run_1/wires.png
(3 px per um)
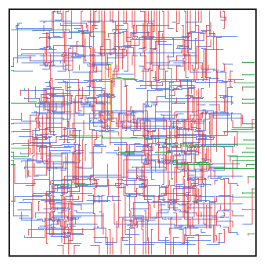
run_1/layer_met3.png
(3 px per um)
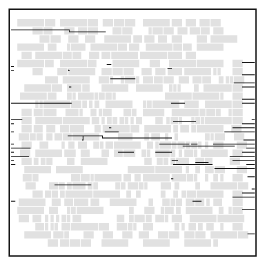
run_1/flops_by_reg.png
(3 px per um) Other sequential cells in the stronger grey, the rest of the logic in the fainter grey.
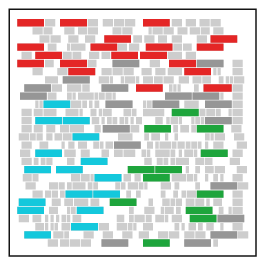
## config.mk

```make
export PLATFORM = sky130hd
export DESIGN_NAME = fetch_sequencer
export DESIGN_NICKNAME = d
export VERILOG_FILES = /design/src/rtl/fetch_sequencer_pkg.sv /design/src/rtl/fetch_sequencer_sat_counter.sv /design/src/rtl/fetch_sequencer.sv
export SDC_FILE = /design/constraint.sdc
export NUM_CORES = 1
export LEC_CHECK = 0
export CAP_MARGIN = 40
export CORE_MARGIN = 2
export CORE_UTILIZATION = 50
export CTS_CLUSTER_DIAMETER = 120
export DETAILED_ROUTE_END_ITERATION = 10
export PLACE_DENSITY_LB_ADDON = 0.08
export SKIP_CTS_REPAIR_TIMING = 1
export SLEW_MARGIN = 20
export SYNTH_ARGS = -nofsm -noshare
export SYNTH_HDL_FRONTEND = slang
export SYNTH_SLANG_ARGS = --single-unit
```

## constraint.sdc

```tcl
create_clock -name clk -period 3.1 [get_ports clk]
set_input_delay 0.62 -clock clk [delete_from_list [all_inputs] [get_ports clk]]
set_output_delay 0.62 -clock clk [all_outputs]
set_load 0.05 [all_outputs]
```

## src/rtl/fetch_sequencer_pkg.sv

```systemverilog
// Shared definitions for the instruction-fetch stage and the IF/ID register
// consumed by decode.
package fetch_sequencer_pkg;

  localparam int PC_W   = 12;
  localparam int INST_W = 19;

  // Bubble word; deliberately non-zero because all-zero is the halt encoding.
  localparam logic [INST_W-1:0] NOP_INST = 19'h40000;

  typedef enum logic [1:0] {
    ST_RUN    = 2'd0,
    ST_DRAIN  = 2'd1,
    ST_HALTED = 2'd2
  } fetch_state_e;

  localparam int IFID_VALID_W = 1;
  localparam int IFID_INST_W  = INST_W;
  localparam int IFID_PC_W    = PC_W;
  localparam int IFID_W       = IFID_VALID_W + IFID_INST_W + IFID_PC_W;

  typedef struct packed {
    logic                   valid;
    logic [IFID_INST_W-1:0] inst;
    logic [IFID_PC_W-1:0]   pc_plus1;
  } if_id_t;

endpackage

```

## src/rtl/fetch_sequencer_sat_counter.sv

```systemverilog
// Saturating up-counter with synchronous clear, count enable and
// asynchronous active-high reset.
module sat_counter #(
  parameter int W = 8
) (
  input  logic         clk,
  input  logic         rst,
  input  logic         clr,
  input  logic         en,
  output logic [W-1:0] count
);

  logic [W-1:0] count_q;
  logic [W-1:0] count_d;

  always_comb begin
    count_d = count_q;
    if (clr) begin
      count_d = '0;
    end else if (en && (count_q != {W{1'b1}})) begin
      count_d = count_q + {{(W-1){1'b0}}, 1'b1};
    end
  end

  always_ff @(posedge clk or posedge rst) begin
    if (rst) begin
      count_q <= '0;
    end else begin
      count_q <= count_d;
    end
  end

  assign count = count_q;

endmodule

```

## src/rtl/fetch_sequencer.sv

```systemverilog
// Instruction-fetch controller: owns the PC, fills IF/ID, applies stall and
// redirect, and drains the pipeline after fetching the all-zero halt word.
module fetch_sequencer
  import fetch_sequencer_pkg::*;
#(
  parameter int DRAIN_CYCLES = 4,
  parameter int CNT_W        = 16
) (
  input  logic              clk,
  input  logic              rst,
  output logic [PC_W-1:0]   imem_addr,
  input  logic [INST_W-1:0] imem_inst,
  input  logic              imem_halt,
  input  logic              stall,
  input  logic              redirect_valid,
  input  logic [PC_W-1:0]   redirect_pc,
  output logic              if_valid,
  output logic [INST_W-1:0] if_inst,
  output logic [PC_W-1:0]   if_pc_plus1,
  output logic              halted,
  output logic [CNT_W-1:0]  fetch_count
);

  localparam int DRN_W = $clog2(DRAIN_CYCLES) + 1;

  fetch_state_e      state_q, state_d;
  logic [PC_W-1:0]   pc_q, pc_d;
  logic              if_valid_q, if_valid_d;
  logic [INST_W-1:0] if_inst_q, if_inst_d;
  logic [PC_W-1:0]   if_pc_plus1_q, if_pc_plus1_d;
  logic              halted_q, halted_d;

  logic [PC_W-1:0]   pc_plus1;
  logic [DRN_W-1:0]  drain_cnt;
  logic              drain_last;
  logic              drain_clr;
  logic              drain_en;
  logic              fetch_en;

  assign pc_plus1   = pc_q + {{(PC_W-1){1'b0}}, 1'b1};
  assign drain_last = (drain_cnt == DRN_W'(DRAIN_CYCLES - 1));

  sat_counter #(.W(CNT_W)) u_fetch_cnt (
    .clk   (clk),
    .rst   (rst),
    .clr   (1'b0),
    .en    (fetch_en),
    .count (fetch_count)
  );

  sat_counter #(.W(DRN_W)) u_drain_cnt (
    .clk   (clk),
    .rst   (rst),
    .clr   (drain_clr),
    .en    (drain_en),
    .count (drain_cnt)
  );

  always_ff @(posedge clk or posedge rst) begin
    if (rst) begin
      state_q       <= ST_RUN;
      pc_q          <= '0;
      if_valid_q    <= 1'b0;
      if_inst_q     <= NOP_INST;
      if_pc_plus1_q <= '0;
      halted_q      <= 1'b0;
    end else begin
      state_q       <= state_d;
      pc_q          <= pc_d;
      if_valid_q    <= if_valid_d;
      if_inst_q     <= if_inst_d;
      if_pc_plus1_q <= if_pc_plus1_d;
      halted_q      <= halted_d;
    end
  end

  always_comb begin
    state_d = state_q;
    case (state_q)
      ST_RUN: begin
        if (!redirect_valid && !stall && imem_halt) state_d = ST_DRAIN;
      end
      ST_DRAIN: begin
        if (redirect_valid) begin
          state_d = ST_RUN;
        end else if (!stall && drain_last) begin
          state_d = ST_HALTED;
        end
      end
      ST_HALTED: state_d = ST_HALTED;
      default:   state_d = ST_RUN;
    endcase
  end

  // Redirect beats stall beats halt detection beats a normal fetch.
  always_comb begin
    pc_d          = pc_q;
    if_valid_d    = if_valid_q;
    if_inst_d     = if_inst_q;
    if_pc_plus1_d = if_pc_plus1_q;
    drain_clr     = 1'b0;
    drain_en      = 1'b0;
    fetch_en      = 1'b0;
    halted_d      = (state_d == ST_HALTED);
    case (state_q)
      ST_RUN: begin
        if (redirect_valid) begin
          pc_d       = redirect_pc;
          if_valid_d = 1'b0;
          if_inst_d  = NOP_INST;
        end else if (stall) begin
          pc_d = pc_q;
        end else if (imem_halt) begin
          if_valid_d = 1'b0;
          if_inst_d  = NOP_INST;
          drain_clr  = 1'b1;
        end else begin
          pc_d          = pc_plus1;
          if_valid_d    = 1'b1;
          if_inst_d     = imem_inst;
          if_pc_plus1_d = pc_plus1;
          fetch_en      = 1'b1;
        end
      end
      ST_DRAIN: begin
        if_valid_d = 1'b0;
        if_inst_d  = NOP_INST;
        if (redirect_valid) begin
          pc_d      = redirect_pc;
          drain_clr = 1'b1;
        end else if (!stall) begin
          drain_en = 1'b1;
        end
      end
      default: begin
        if_valid_d = 1'b0;
        if_inst_d  = NOP_INST;
      end
    endcase
  end

  assign imem_addr   = pc_q;
  assign if_valid    = if_valid_q;
  assign if_inst     = if_inst_q;
  assign if_pc_plus1 = if_pc_plus1_q;
  assign halted      = halted_q;

endmodule

```

==> run summary, run 1 <==
flow finished, numbers: Leakage 1.84 nW, Remaining Overflow, GRT 0, core area 5890 sq um, RSZ-0062 raised after global routing no, vias in the first global route 2422, wire length on met2 3570 um, sequential cells 66, final setup margin 753 ps, YS chip area 3020 sq um, initial antenna violation count 0, Critical Path Source u_fetch_cnt.count[0], max_cap viols 0, Flop pwr share 0.391, r2r worst-path depth 5, yosys simple share 0.165, Tap Cells 75, CTS tree done, RR Endpoint u_fetch_cnt.count[1], Clock group 0.000637 W, area post-placement 4080 sq um, Multiplexer share 0.00704, starting density of the core 0.514, post-synthesis sequential area ratio 0.547, MI comb area 1280 sq um, #FFs+latches synth 66, mapped cell area 3020 sq um, hold path start if_inst[18], post-layout min period 2350 ps, Setup crit end fetch_count[0], area share of fa/ha/maj cells after synthesis 0.0207, Core Rows 28, ao+oa area frac 0.160, worst hold slack 462 ps, count of tool warnings 27, reg-to-reg critical path startpoint u_fetch_cnt.count[0], largest stage delay on the critical path 880 ps, Root Buffer clkbuf_8, internal power 0.00177 W, Most common reg cell dfrtp_1, wire length on met1 3350 um, Peak VDD IR 0.504 mV, H-tree depth 3, antenna diode count 0, switching power 0.00130 W, Synth async-reset ratio 1.00, setup violators final 0, Design Area, Final 4250 sq um, CP endpoint kind output port, CP Buf/Inv Count 1, number of flip-flops in the largest register 19, ys cells 290, Final Wtd Congestion 0.857, clk_skew 4.71 ps, die width 81.8 um, count leader, synth dfrtp_1, Top Consumer combinational logic, worst-margin pin slew 679 ps, status finished clean, cell depth of the worst setup path 1, synthesized instance count 290, pre-CTS setup slack 470 ps, share of cells above drive strength 1 0.0761, comb_multi_in 201, placed insts 453, Non-clk invs 10, Setup Total Neg Slack 0 ps, synth cell count leaders dfrtp_1 (65), nand2_1 (29), nor2_1 (22), xor/xnor share 0.0695, number of enable flip-flop cells 0, post-detailed-route count of antenna-violating nets 0, Crit path max-delay family buffers and inverters, met1 Track Usage GR 0.329
## Picture notes: wires.png
- metal 3: green (wire length 333 um)
- metal 2: red (wire length 3570 um)
- metal 4: orange (wire length 113 um)
- metal 1: blue (wire length 3350 um)
final WL: 7370 um
wire per inst: 15.7 um
GRT Util Overall: 0.231
via count: 2590

## Picture notes: layer_met3.png
- main direction: horizontal
- wire length on this layer: 333 um
- longest straight run: 23.0 um
- nets with wire on the layer: 49
met3 Use GR: 0.0462

## Picture notes: flops_by_reg.png
- if_inst: red (placed flops 19)
- imem_addr: green (placed flops 12)
- u_fetch_cnt.count: cyan (placed flops 16)
- not coloured: 19
Core Util, Final: 0.722
sequential power: 0.00120 W
sequential share of cell area: 0.389
register area: 1650 sq um

run_1/by_instance.png
(6 px per um) Other sequential cells in the stronger grey, the rest of the logic in the fainter grey.
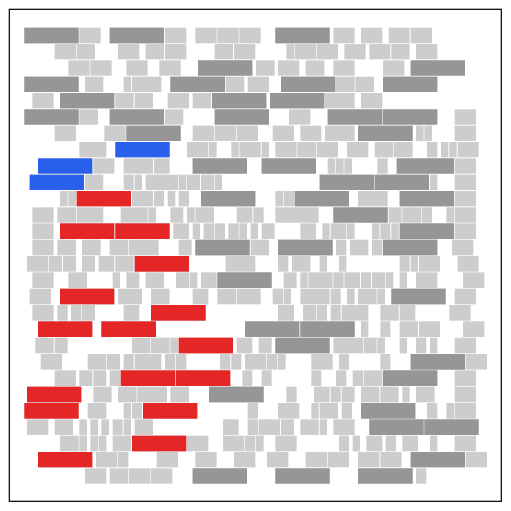

==> run 2, diff against run 1 <==
--- a/config.mk
+++ b/config.mk
@@ -7,7 +7,7 @@
 export LEC_CHECK = 0
 export CAP_MARGIN = 40
 export CORE_MARGIN = 2
-export CORE_UTILIZATION = 50
+export CORE_UTILIZATION = 46
 export CTS_CLUSTER_DIAMETER = 120
 export DETAILED_ROUTE_END_ITERATION = 10
 export PLACE_DENSITY_LB_ADDON = 0.08
==> constraint.sdc (replaced) <==
create_clock -name clk -period 2.25 [get_ports clk]
set_input_delay 0.45 -clock clk [delete_from_list [all_inputs] [get_ports clk]]
set_output_delay 0.45 -clock clk [all_outputs]
set_load 0.05 [all_outputs]
run_2/by_instance.png
(6 px per um) Other sequential cells in the stronger grey, the rest of the logic in the fainter grey.
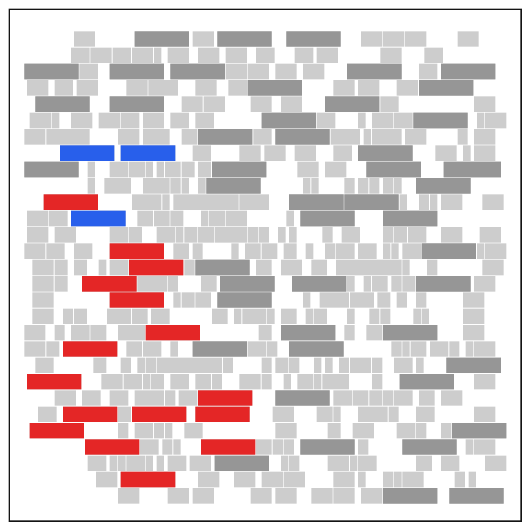
- u_fetch_cnt: red (placed flops 16)
- u_drain_cnt: blue (placed flops 3)
Die Size: 7240 sq um
non-filler instance count after layout: 484
Core Util, Final: 0.695

==> run summary, run 2 <==
flow finished, numbers: ys cells 290 (unchanged), GRT Util Overall 0.218 (was 0.231), count leader, synth dfrtp_1 (unchanged), Port Buffers 96 (unchanged), logic share of the area 0.290 (was 0.302), Top Consumer combinational logic (unchanged), CP Buf/Inv Count 1 (unchanged), Comb pwr share 0.385 (was 0.402), Clock Sinks 66 (unchanged), P per Cell Area 1040 nW/um^2 (was 722 nW/um^2), area post-placement 4180 sq um (was 4080 sq um), Final Wtd Congestion 0.825 (was 0.857), Dominant comb cell simple AND/OR/NAND/NOR gates (unchanged), Filler Cell Count 485 (was 456), synthesized instance count 290 (unchanged), largest stage delay on the critical path 860 ps (was 880 ps), Core Rows 29 (was 28), Synth async-reset ratio 1.00 (unchanged), number of enable flip-flop cells 0 (unchanged), Remaining Overflow, GRT 0 (unchanged), Tap Cells 77 (was 75), FF-to-FF setup slack 360 ps (was 1010 ps), WP data arrival 1710 ps (was 1730 ps), worst hold slack 437 ps (was 462 ps), Final clock-cell share 0.0530 (was 0.0404), starting density of the core 0.476 (was 0.514), clk_skew 11.8 ps (was 4.71 ps), Leakage 1.93 nW (was 1.84 nW), Detail Route met3 WL 271 um (was 332 um), Clock group 0.00121 W (was 0.000637 W), internal power 0.00278 W (was 0.00177 W), first-pass GRT wire length 12500 um (was 11700 um), CP Class reg -> out (unchanged), Setup Total Neg Slack 0 ps (unchanged), dominant logic cell type in the layout clkdlybuf4s50_1 (unchanged), Layout area overhead 45.9% (was 40.5%), antenna diode count 0 (unchanged), DRT Pass-1 Iters 4 (unchanged), RR Endpoint u_fetch_cnt.count[5] (was u_fetch_cnt.count[1]), status finished clean (unchanged), Flop pwr share 0.352 (was 0.391), vias per std cell 5.43 (was 5.52), #FFs+latches synth 66 (unchanged), Worst setup SP type flop (unchanged), Most common reg cell dfrtp_1 (unchanged), M2 GR Usage 0.362 (was 0.344), CTS tree done (unchanged), xor/xnor share 0.0695 (unchanged), sequential cells 66 (unchanged), sequential share of cell area 0.375 (was 0.389), largest net degree at the start of global routing 47 (was 41), synth top area cells dfrtp_1 (54%), a22o_1 (5.2%), xnor2_1 (4.9%) (unchanged), Mapped Nets 331 (unchanged), Layout Nets 443 (was 430), Final Hold Fails 0 (unchanged), RSZ-0062 raised after global routing no (unchanged), comb_multi_in 201 (unchanged), maximum fanout along the worst path 8 (unchanged), MI comb area 1280 sq um (unchanged), setup violators final 0 (unchanged), IO Count 97 (unchanged), Switching Fraction 0.393 (was 0.425), post-layout min period 2160 ps, yosys simple share 0.165 (unchanged), placed insts 468 (was 453), DR DRC count 0 (unchanged), Synth Area per Inst 10.4 sq um (unchanged), Required @ worst endpoint 1800 ps (was 2480 ps), Num CTS Buffers 9 (unchanged), reg-to-reg critical path startpoint u_fetch_cnt.count[0] (unchanged), Non-clk invs 10 (unchanged), top sig layer met4 (unchanged), Yosys top cell by area dfrtp_1 (unchanged), Root Buffer clkbuf_8 (unchanged), CP endpoint kind output port (unchanged), fmax 463 MHz, Non-clock buffers, area share 0.251 (was 0.238), clock network power share 0.264 (was 0.208), vias in the first global route 2625 (was 2422), First DRT Iteration DRCs 124 (was 113), register area 1650 sq um (unchanged), Design Area, Final 4410 sq um (was 4250 sq um), Slew headroom 0.594 (was 0.544), r2r worst-path depth 7 (was 5), clk slew on worst S/H paths 80 ps (was 70 ps), area share of fa/ha/maj cells after synthesis 0.0207 (unchanged), switching power 0.00180 W (was 0.00130 W), synth unique cells 46 (unchanged), share of cells above drive strength 1 0.103 (was 0.0761), met1 Track Usage GR 0.278 (was 0.329), final setup margin 90.0 ps (was 753 ps), post-detailed-route count of antenna-violating nets 0 (unchanged), crit path cell chain clkdlybuf4s50_1 (unchanged), die height 85.1 um (was 81.8 um), estimated wirelength of the detail-placed design 5350 um (was 5100 um), gr busiest metal met2 (unchanged), top cell class by occupied area registers (unchanged), most frequent cells in the layout clkdlybuf4s50_1 (96), dfrtp_1 (65), nand2_1 (29), nor2_1 (22), a22o_1 (18) (unchanged), P_comb 0.00176 W (was 0.00123 W), Multiplexer share 0.00704 (unchanged), die width 85.1 um (was 81.8 um), Critical Path Source imem_addr[2] (was u_fetch_cnt.count[0]), sequential power 0.00161 W (was 0.00120 W), pre-CTS setup slack 84.4 ps (was 470 ps), initial antenna violation count 0 (unchanged), H-tree depth 3 (unchanged), Peak VDD IR 0.706 mV (was 0.504 mV), ao+oa area frac 0.160 (unchanged), post-synthesis sequential area ratio 0.547 (unchanged), Setup crit end imem_addr[2] (was fetch_count[0]), wire length on met2 3880 um (was 3570 um), Crit path max-delay family buffers and inverters (unchanged), synth cell count leaders dfrtp_1 (65), nand2_1 (29), nor2_1 (22) (unchanged), number of flip-flops in the largest register 19 (unchanged), YS chip area 3020 sq um (unchanged), max_cap viols 0 (unchanged), cell depth of the worst setup path 1 (unchanged), Clock Latency Late Sink 340 ps (was 330 ps), count of tool warnings 27 (unchanged), mapped cell area 3020 sq um (unchanged), worst-margin pin slew 605 ps (was 679 ps), slowest cell on the critical path clkdlybuf4s50_1 (unchanged), wire length on met1 3340 um (was 3350 um), Dominant cell area share 0.538 (unchanged), worst hold path class in -> async (was reg -> reg), crit share post-route 0.960, Yosys warning total 0 (unchanged), wire per inst 15.7 um (about the same), core area 6350 sq um (was 5890 sq um), Clock Buffer Count 11 (unchanged), total power 0.00458 W (was 0.00307 W), clock tree buffer depth 2 (unchanged), Max Slew Vio Count 0 (unchanged), bufs w/o clock 114 (was 101)
run_2/layer_met3.png
(3 px per um)
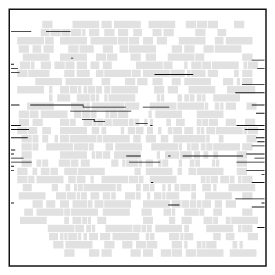
- nets with wire on the layer: 44
- share of all routed wire: 3.6%
- wire length on this layer: 272 um
- longest straight run: 20.0 um
via count: 2626
met3 Use GR: 0.0428
final WL: 7590 um

Power and IR drop assume default switching activity.
